Figure 1. Floorplan with the power grid (run 1).
The bar under the picture is 20 µm long. Pins as bars on the die edge. Tap cells in gray.
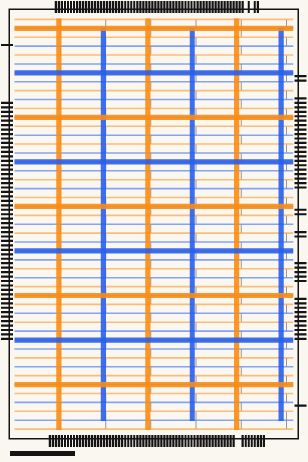
Figure 2. Close-up of the layout (run 1).
Region (53, 20) to (78, 45) µm. Cells in gray, sequential cells in the stronger gray; small squares are vias.
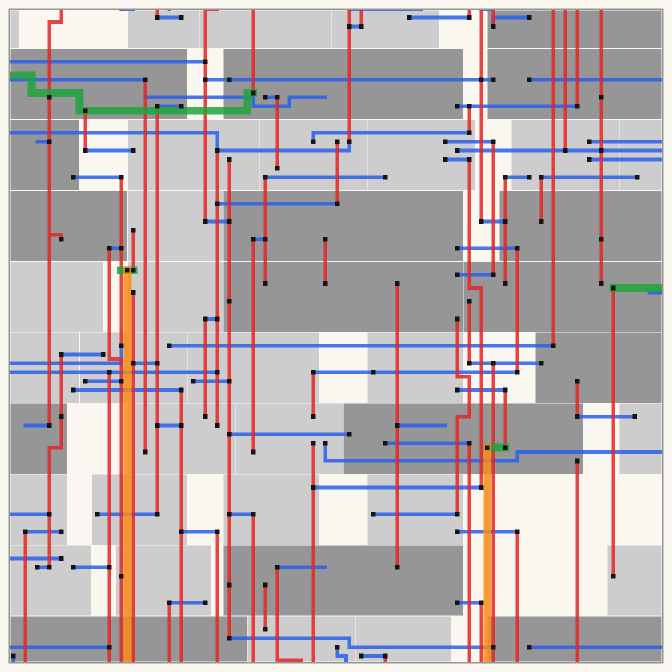
Figure 3. Signal wires by layer (run 1).
Two of the layers only.
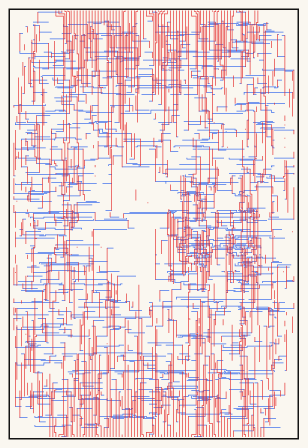
[config.mk]
export PLATFORM = sky130hd
export DESIGN_NAME = alu_issue_ctrl
export DESIGN_NICKNAME = d
export VERILOG_FILES = /design/src/rtl/alu_ctrl_pkg.sv /design/src/rtl/cycle_watchdog.sv /design/src/rtl/alu_issue_ctrl.sv
export SDC_FILE = /design/constraint.sdc
export NUM_CORES = 1
export LEC_CHECK = 0
export CORE_ASPECT_RATIO = 1.5
export CORE_UTILIZATION = 45
export CTS_BUF_LIST = sky130_fd_sc_hd__clkbuf_8
export CTS_CLUSTER_DIAMETER = 80
export DETAILED_ROUTE_END_ITERATION = 12
export HOLD_SLACK_MARGIN = 0.03
export PLACE_DENSITY_LB_ADDON = 0.25
export SLEW_MARGIN = 0
export SYNTH_ARGS = -nofsm -noshare
export SYNTH_HDL_FRONTEND = slang
export SYNTH_SLANG_ARGS = --single-unit
[constraint.sdc]
create_clock -name clk -period 5.9 [get_ports clk]
set_clock_uncertainty 0.1 [all_clocks]
set_input_delay 1.475 -clock clk [delete_from_list [all_inputs] [get_ports clk]]
set_output_delay 1.475 -clock clk [all_outputs]
set_load 0.02 [all_outputs]
[src/rtl/alu_ctrl_pkg.sv]
// ---------------------------------------------------------------------------
// alu_ctrl_pkg
// Shared types and constants for the bit-serial ALU issue controller:
//   - alu_ctrl_state_t : controller FSM states
//   - alu_op_t         : one decoded op as held stable on the ALU inputs
//   - RISC-V funct3 / funct7 encodings understood by the ALU
// ---------------------------------------------------------------------------
package alu_ctrl_pkg;

    typedef enum logic [2:0] {
        SYNC  = 3'd0,
        IDLE  = 3'd1,
        START = 3'd2,
        WAIT  = 3'd3,
        WB    = 3'd4
    } alu_ctrl_state_t;

    typedef struct packed {
        logic [31:0] rs1;
        logic [31:0] rs2;
        logic [2:0]  func3;
        logic [6:0]  func7;
        logic        imm_t;
        logic [4:0]  rd_addr;
    } alu_op_t;

    localparam logic [2:0] F3_ADD  = 3'h0;
    localparam logic [2:0] F3_SLL  = 3'h1;
    localparam logic [2:0] F3_SLT  = 3'h2;
    localparam logic [2:0] F3_SLTU = 3'h3;
    localparam logic [2:0] F3_XOR  = 3'h4;
    localparam logic [2:0] F3_SR   = 3'h5;
    localparam logic [2:0] F3_OR   = 3'h6;
    localparam logic [2:0] F3_AND  = 3'h7;

    localparam logic [6:0] F7_BASE = 7'h00;
    localparam logic [6:0] F7_ALT  = 7'h20;

endpackage

[src/rtl/cycle_watchdog.sv]
// ---------------------------------------------------------------------------
// cycle_watchdog
// Saturating cycle counter used to bound how long the controller waits for
// the ALU. Counts while enable is high, never wraps.
// Ports:
//   clk, rst_n : clock, asynchronous active-low reset
//   clear      : zero the count (wins over enable)
//   enable     : advance the count by one this cycle
//   expired    : count has reached TIMEOUT_CYCLES
// ---------------------------------------------------------------------------
module cycle_watchdog #(
    parameter int TIMEOUT_CYCLES = 128,
    parameter int CNT_W          = 8
) (
    input  logic clk,
    input  logic rst_n,
    input  logic clear,
    input  logic enable,
    output logic expired
);

    logic [CNT_W-1:0] count_q;
    logic [CNT_W-1:0] count_d;

    // Next count: clear first, then saturating increment
    always_comb begin
        count_d = count_q;
        if (clear) begin
            count_d = {CNT_W{1'b0}};
        end else if (enable && (count_q != {CNT_W{1'b1}})) begin
            count_d = count_q + CNT_W'(1);
        end else begin
            count_d = count_q;
        end
    end

    // Count register
    always_ff @(posedge clk or negedge rst_n) begin
        if (!rst_n) begin
            count_q <= {CNT_W{1'b0}};
        end else begin
            count_q <= count_d;
        end
    end

    assign expired = (count_q >= CNT_W'(TIMEOUT_CYCLES));

endmodule

[src/rtl/alu_issue_ctrl.sv]
// ---------------------------------------------------------------------------
// alu_issue_ctrl
// Initiator side of the bit-serial ALU start/done handshake. Takes one op
// from the issue stage, holds it on the ALU inputs, pulses alu_start, waits
// for alu_done, and hands the result to the regfile over valid/ready.
// Ports:
//   issue_*      : op from the issue stage (valid/ready handshake)
//   alu_*  (out) : registered operands/func codes and the start pulse
//   alu_done/rd  : ALU completion pulse and result
//   wb_*         : writeback to the regfile (valid/ready handshake)
//   busy         : controller is not idle
//   timeout_err  : one-cycle pulse when the ALU fails to answer in time
// All outputs are flops, so they are 0 while rst_n is low.
// ---------------------------------------------------------------------------
module alu_issue_ctrl
    import alu_ctrl_pkg::*;
#(
    parameter int TIMEOUT_CYCLES = 128,
    parameter int CNT_W          = 8
) (
    input  logic        clk,
    input  logic        rst_n,
    input  logic        issue_valid,
    output logic        issue_ready,
    input  logic [31:0] issue_rs1,
    input  logic [31:0] issue_rs2,
    input  logic [2:0]  issue_func3,
    input  logic [6:0]  issue_func7,
    input  logic        issue_imm_t,
    input  logic [4:0]  issue_rd_addr,
    output logic [31:0] alu_rs1,
    output logic [31:0] alu_rs2,
    output logic [2:0]  alu_func3,
    output logic [6:0]  alu_func7,
    output logic        alu_imm_t,
    output logic        alu_start,
    input  logic        alu_done,
    input  logic [31:0] alu_rd,
    output logic        wb_valid,
    input  logic        wb_ready,
    output logic [4:0]  wb_addr,
    output logic [31:0] wb_data,
    output logic        busy,
    output logic        timeout_err
);

    alu_ctrl_state_t state_q, state_d;
    alu_op_t         op_q, op_d;
    logic [31:0]     wb_data_q, wb_data_d;
    logic            issue_ready_q, issue_ready_d;
    logic            alu_start_q, alu_start_d;
    logic            wb_valid_q, wb_valid_d;
    logic            busy_q, busy_d;
    logic            timeout_err_q, timeout_err_d;

    logic            accept_s;
    logic            timeout_s;
    logic            wd_clear_s;
    logic            wd_enable_s;
    logic            wd_expired_s;

    assign accept_s = issue_valid && issue_ready_q;

    cycle_watchdog #(
        .TIMEOUT_CYCLES (TIMEOUT_CYCLES),
        .CNT_W          (CNT_W)
    ) u_watchdog (
        .clk     (clk),
        .rst_n   (rst_n),
        .clear   (wd_clear_s),
        .enable  (wd_enable_s),
        .expired (wd_expired_s)
    );

    // Next-state logic and watchdog control
    always_comb begin
        state_d     = state_q;
        timeout_s   = 1'b0;
        wd_clear_s  = 1'b0;
        wd_enable_s = 1'b0;
        case (state_q)
            // The ALU has no reset; wait until it is quiet before issuing.
            SYNC: begin
                wd_enable_s = 1'b1;
                if (alu_done || wd_expired_s) begin
                    state_d = IDLE;
                end else begin
                    state_d = SYNC;
                end
            end
            IDLE: begin
                if (accept_s) begin
                    state_d = START;
                end else begin
                    state_d = IDLE;
                end
            end
            START: begin
                wd_clear_s = 1'b1;
                state_d    = WAIT;
            end
            // alu_done takes priority over a watchdog expiry in the same cycle.
            WAIT: begin
                wd_enable_s = 1'b1;
                if (alu_done) begin
                    if (op_q.rd_addr == 5'd0) begin
                        state_d = IDLE;
                    end else begin
                        state_d = WB;
                    end
                end else if (wd_expired_s) begin
                    // Restart the count so SYNC gets a full window to drain the ALU.
                    timeout_s  = 1'b1;
                    wd_clear_s = 1'b1;
                    state_d    = SYNC;
                end else begin
                    state_d = WAIT;
                end
            end
            WB: begin
                if (wb_ready) begin
                    state_d = IDLE;
                end else begin
                    state_d = WB;
                end
            end
            default: begin
                state_d = SYNC;
            end
        endcase
    end

    // Control outputs, decoded from the next state so they leave the flops aligned with it
    always_comb begin
        issue_ready_d = (state_d == IDLE);
        alu_start_d   = (state_d == START);
        wb_valid_d    = (state_d == WB);
        busy_d        = (state_d != IDLE);
        timeout_err_d = timeout_s;
    end

    // State register and registered control outputs
    always_ff @(posedge clk or negedge rst_n) begin
        if (!rst_n) begin
            state_q       <= SYNC;
            issue_ready_q <= 1'b0;
            alu_start_q   <= 1'b0;
            wb_valid_q    <= 1'b0;
            busy_q        <= 1'b0;
            timeout_err_q <= 1'b0;
        end else begin
            state_q       <= state_d;
            issue_ready_q <= issue_ready_d;
            alu_start_q   <= alu_start_d;
            wb_valid_q    <= wb_valid_d;
            busy_q        <= busy_d;
            timeout_err_q <= timeout_err_d;
        end
    end

    // Operand capture on issue and result capture on alu_done
    always_comb begin
        op_d      = op_q;
        wb_data_d = wb_data_q;
        if ((state_q == IDLE) && accept_s) begin
            op_d.rs1     = issue_rs1;
            op_d.rs2     = issue_rs2;
            op_d.func3   = issue_func3;
            op_d.func7   = issue_func7;
            op_d.imm_t   = issue_imm_t;
            op_d.rd_addr = issue_rd_addr;
        end else begin
            op_d = op_q;
        end
        if ((state_q == WAIT) && alu_done) begin
            wb_data_d = alu_rd;
        end else begin
            wb_data_d = wb_data_q;
        end
    end

    // Operand and result registers
    always_ff @(posedge clk or negedge rst_n) begin
        if (!rst_n) begin
            op_q      <= '0;
            wb_data_q <= 32'd0;
        end else begin
            op_q      <= op_d;
            wb_data_q <= wb_data_d;
        end
    end

    assign issue_ready = issue_ready_q;
    assign alu_rs1     = op_q.rs1;
    assign alu_rs2     = op_q.rs2;
    assign alu_func3   = op_q.func3;
    assign alu_func7   = op_q.func7;
    assign alu_imm_t   = op_q.imm_t;
    assign alu_start   = alu_start_q;
    assign wb_valid    = wb_valid_q;
    assign wb_addr     = op_q.rd_addr;
    assign wb_data     = wb_data_q;
    assign busy        = busy_q;
    assign timeout_err = timeout_err_q;

endmodule
==> run summary, run 1 <==
Implementation run completed; key figures follow.

Route:
- The run puts the number of iterations in the first detailed-routing pass at 4.
- The run gives the uppermost layer routed as met4.
- The run puts the violation count after the first detailed-routing iteration at 85.
- The run gives the number of antenna-violating nets in the routed design as 0.
- The run puts the sum of met3 wire segment lengths after detailed routing at 794 µm.
- Per the detail_route report, vias per standard cell equal ~5.0.

Critical path:
- The number of cells on the worst reg-to-reg path is 4.
- The worst register-to-register path ends at alu_rs1[12].
- For reference, the most critical setup path is categorized as primary input to flip-flop.
- Looking at the critical path, the highest net fanout was 43.
- The run puts the slack of the worst reg-to-reg path at a little over 3 ns.
- The run gives the count of cell instances traversed by the critical path as 5.
- The run puts the arrival time of the worst setup path at 3.73 ns.
- The required time at the worst endpoint is listed as 6.11 ns.
- The timing report attributes the biggest portion of critical-path delay to simple AND/OR/NAND/NOR gates.
- The run gives the count of buffer and inverter cells on the critical path as 2.
- The worst setup path is launched from a primary input.

Finish:
- Per the layout area report, the combinational fraction of cell area is a little over a fifth.
- The area growth from synthesis to layout is 58.1%.
- The run puts the post-layout instance count excluding filler cells at slightly above 700.
- The run gives the total of clock buffers placed in the layout as 20.
- The run puts the net count reported at finish at 678.
- In the layout the commonest cells are clkdlybuf4s50_1, dfrtp_1, mux2_2, clkbuf_8, mux2_1.
- There are 128 flip-flops and latches.
- The run gives the combined flip-flop and latch cell area as roughly 3200 µm².
- The run gives the share of final layout cell area taken by non-clock buffers as 30.0%.

Logic synthesis:
- The cell type that accounts for the most area after synthesis is dfrtp_1.
- Yosys attributes the largest share of cell area to dfrtp_1, mux2_2, mux2_1.
- The commonest cells after synthesis are dfrtp_1, mux2_2, buf_2.
- The run puts the adder-cell share of the synthesized area at 0.504%.
- The netlist uses 34 different library cells.
- The run puts the total cell area reported by yosys after synthesis at 4970 µm².
- The run puts the cell area after synthesis at 4970 µm².
- The run puts the top cell type's share of synthesized area at 64.5%.
- The run gives the cell count after synthesis as 321.
- The synthesized design contains 0 enable-type register cells.

Die:
- The run gives the number of placed I/O pins as 234.
- The run puts the number of tap cells inserted at ~140.

Power:
- The dominant power group in this design is combinational cells.
- Cell internal power was estimated by the tool at 2900 µW.
- The run gives the logic gate share of total power as 47.9%.
- Looking at the power breakdown, sequential logic takes 34.8% of the total.
- The run gives the net load switching power as 1570 µW.
- Per the summary, power density relative to cell area is 569 nW/µm².
- The run gives the overall power consumption as 4470 µW.
- The run gives the fraction of power spent switching nets as 35.0%.
- The run gives the power of the combinational group as 2140 µW.

Global routing:
- The run gives the largest net degree at the start of global routing as 86.
- The initial antenna violation count is 0.
- The run puts the met2 capacity usage during global routing at between 30% and 40%.
- The via count of the first global-routing pass was between 3000 and 4000.
- The run puts the first-pass GRT wire length at around 19 mm.
- met2 is the most crowded layer.

Clocking:
- TritonCTS built the clock tree.
- The run puts the maximum level of the CTS H-tree at 4.
- The clock passes through at most 2 buffers.
- For the worst-skew pair, the clock arrives at the later sink with an insertion delay of 0.42 ns.
- After clock tree synthesis, the setup repair step added 0 buffers.
- The run gives the post-cts hold buffer count as 0.
- The run puts the clock-pin slew on the worst setup and hold paths at 0.07 ns.

STA:
- Final hold analysis gives a worst-case slack of 0.393 ns.
- The run puts the fmax at around 280 MHz.
- Setup repair after global routing left no endpoint under its margin.
- The worst path needs 3.53 ns of the cycle, external delays included.
- The run puts the slew at the pin closest to its max-slew limit at about 1.2 ns.

Run:
- The run puts the max-cap violation count at 0.

Hold path:
- STA lists the startpoint of the worst hold path as alu_rs2[3].

Placed design:
- The run puts the post-placement setup slack at 1.93 ns.

Run status:
- The run finished with clean final reports.
-- Figure 1 (at the start) --
color	net
orange	VSS
blue	VDD
signal pins	234
met4 straps	6
met5 straps	9
rows	46
met1 rails	47
core region area: 10600 µm²
Max rail drop VDD: 0.000318 V
Die Span X: 87.8 µm

-- Figure 2 (at the start) --
color	layer
blue	metal 1
green	metal 3
red	metal 2
orange	metal 4
netlist names of flops here include	wb_data (9)
most frequent	dfrtp_1 (13), clkdlybuf4s50_1 (11), mux2_2 (8)
sequential cells in the window	13
cells with their middle in the window	37

-- Figure 3 (at the start) --
color	layer	wire length
red	metal 2	6810 µm
blue	metal 1	4260 µm
total vias in the final route: 3548
GR Util All Layers: 21.9%
routed length per placed instance: 17.1 µm
total wire length: 12.3 mm

Figure 4. M4 wires (run 1).
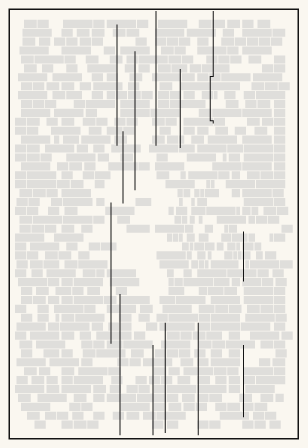

--- run 2 (diff from run 1) ---
--- a/config.mk
+++ b/config.mk
@@ -6,7 +6,7 @@
 export NUM_CORES = 1
 export LEC_CHECK = 0
 export CORE_ASPECT_RATIO = 1.5
-export CORE_UTILIZATION = 45
+export CORE_UTILIZATION = 38
 export CTS_BUF_LIST = sky130_fd_sc_hd__clkbuf_8
 export CTS_CLUSTER_DIAMETER = 80
 export DETAILED_ROUTE_END_ITERATION = 12
==> constraint.sdc (replaced) <==
create_clock -name clk -period 2.9 [get_ports clk]
set_clock_uncertainty 0.1 [all_clocks]
set_input_delay 0.725 -clock clk [delete_from_list [all_inputs] [get_ports clk]]
set_output_delay 0.725 -clock clk [all_outputs]
set_load 0.02 [all_outputs]
Figure 5. M4 wires (run 2).
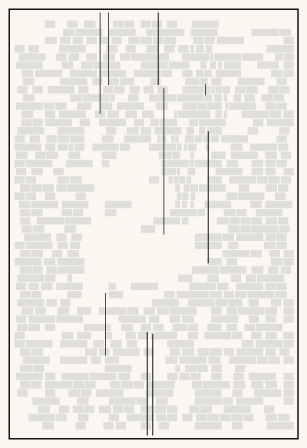
share of all routed wire	2.2%
longest straight run	48.3 µm
nets with wire on the layer	8
wire length on this layer	264 µm
total vias in the final route: 3591
total wire length: 12.2 mm

==> run 2 against run 1 <==
Compared with the run above:
- area after synthesis did not move
- utilization fell by 11 points
- global-route usage fell by 3.2 points
- sequential share of layout area fell by 0.34 points
- clock power up 96%
- critical path type is now flip-flop to output port
- largest cell class unchanged
- worst hold slack got worse by 0.0033 ns
- largest power group unchanged
- register-to-register slack got worse by 2.3 ns
- first-iteration DRC count grew 7.1%
- non-clock buffer count is 4 higher
- count of clock-buffer cells in the layout grew 1
==> run summary, run 2 <==
Implementation run completed; key figures follow.

Run status:
- Result of the run: finished, final reports clean (unchanged).

Logic synthesis:
- Commonest cells post-synth: dfrtp_1, mux2_2, buf_2 (unchanged).
- Cells taking the most area after synthesis: dfrtp_1, mux2_2, mux2_1 (unchanged).
- The run puts the cell count after synthesis at 321 (unchanged).
- The run gives the total cell area reported by yosys after synthesis as 4970 µm² (unchanged).
- The run gives the area fraction in mux cells as 25.4% (unchanged).
- The most area-hungry cell type in the Yosys netlist is dfrtp_1 (unchanged).
- The run gives the count of unique library cells instantiated by Yosys as 34 (unchanged).
- The cell area after synthesis came to 4970 µm² (unchanged).
- The run gives the number of synthesized flops with an enable pin as 0 (unchanged).

Route:
- The run puts the sum of met3 wire segment lengths after detailed routing at 1.13 mm (was 794 µm).
- The run gives the uppermost layer routed as met4 (unchanged).
- The run puts the violation count after the first detailed-routing iteration at 91 (was 85).
- The run gives the post-detailed-route wirelength per cell as 16.7 µm (was 17.1 µm).
- The run gives the number of vias per cell as 4.91 (was 4.96).
- The number of iterations in the first detailed-routing pass is 4 (unchanged).
- The run puts the number of antenna-violating nets in the routed design at 0 (unchanged).

Finish:
- The post-layout instance count excluding filler cells came to 731 (was 716).
- Most common logic cells in the final layout: clkdlybuf4s50_1, dfrtp_1, mux2_2, clkbuf_8, mux2_1 (unchanged).
- The total of clock buffers placed in the layout came to 21 (was 20).
- The run puts the multi-input combinational area share at 21.2% (was 21.4%).
- The run puts the net count reported at finish at 682 (was 678).
- The run puts the final-layout clock-cell area share at 5.04% (was 5.32%).
- The run gives the combined flip-flop and latch cell area as 3200 µm² (unchanged).
- The area growth from synthesis to layout came to 59.4% (was 58.1%).
- The run puts the number of sequential cells at 128 (unchanged).

Critical path:
- The cell depth of the worst flop-to-flop path is 5 (was 4).
- The count of cell instances traversed by the critical path came to 1 (was 5).
- The arrival time of the worst setup path was 1.48 ns (was 3.73 ns).
- The run gives the slack of the worst reg-to-reg path as 0.76 ns (was 3.05 ns).
- The run puts the highest net fanout along the worst path at 4 (was 43).
- The count of buffer and inverter cells on the critical path was 1 (was 2).
- The run gives the required time of the critical path as 2.08 ns (was 6.11 ns).
- The run gives the beginning of the critical path as wb_addr[1] (was issue_valid).
- The terminus of the critical flop-to-flop path is u_watchdog.count_q[7] (was alu_rs1[12]).
- The category of the critical setup timing path is flip-flop to output port (was primary input to flip-flop).

Global routing:
- The run puts the largest net degree at the start of global routing at 71 (was 86).
- The via count of the first global-routing pass was 3950 (was 3812).
- The run gives the most used routing layer in global routing as met2 (unchanged).
- The total global-route track usage is 18.7% (was 21.9%).
- The initial antenna violation count came to 0 (unchanged).
- The run gives the met2 capacity usage during global routing as 33.5% (was 38.6%).

Clocking:
- The run puts the maximum buffer depth of the clock tree at 2 (unchanged).
- The maximum level of the CTS H-tree was 4 (unchanged).
- The TritonCTS clock tree was built (unchanged).
- The run gives the post-cts hold buffer count as 1 (was 0).
- The clock-pin slew on the worst setup and hold paths was 0.07 ns (about the same).
- The run puts the number of buffers added for setup after CTS at 0 (unchanged).
- The source-to-sink clock delay at the later pin of the worst-skew pair came to 0.42 ns (about the same).

Placed design:
- The run gives the post-placement setup slack as 0.313 ns (was 1.93 ns).

Die:
- The run gives the core box area as 12600 µm² (was 10600 µm²).
- The number of placed I/O pins came to 234 (unchanged).
- The run puts the number of tap cells inserted at 156 (was 144).

Hold path:
- The run gives the launch instance of the worst min-delay path as alu_func3[1] (was alu_rs2[3]).

STA:
- The run gives the final hold slack as 0.390 ns (was 0.393 ns).
- Based on the critical path, the design can be clocked at up to 434 MHz.
- Unrepaired setup endpoints after global routing: false (unchanged).
- The run gives the final critical delay including setup and external delays as 2.31 ns.
- The run puts the slew at the pin closest to its max-slew limit at 0.594 ns (was 1.23 ns).

Run:
- The max-cap violation count was 0 (unchanged).

Power:
- The run puts the logic gate share of total power at 48.1% (was 47.9%).
- The run gives the sequential fraction of design power as 35.0% (was 34.8%).
- The run puts the worst vdd rail ir drop at 0.000569 V (was 0.000318 V).
- The run gives the overall power consumption as 9020 µW (was 4470 µW).
- The power of the combinational group was 4340 µW (was 2140 µW).
- The power group with the largest share was combinational cells (unchanged).
- The reported sequential group power is 3150 µW (was 1550 µW).
- The run gives the power per cell area as 1140 nW/µm² (was 569 nW/µm²).
Power is estimated from default activity; no workload was simulated.
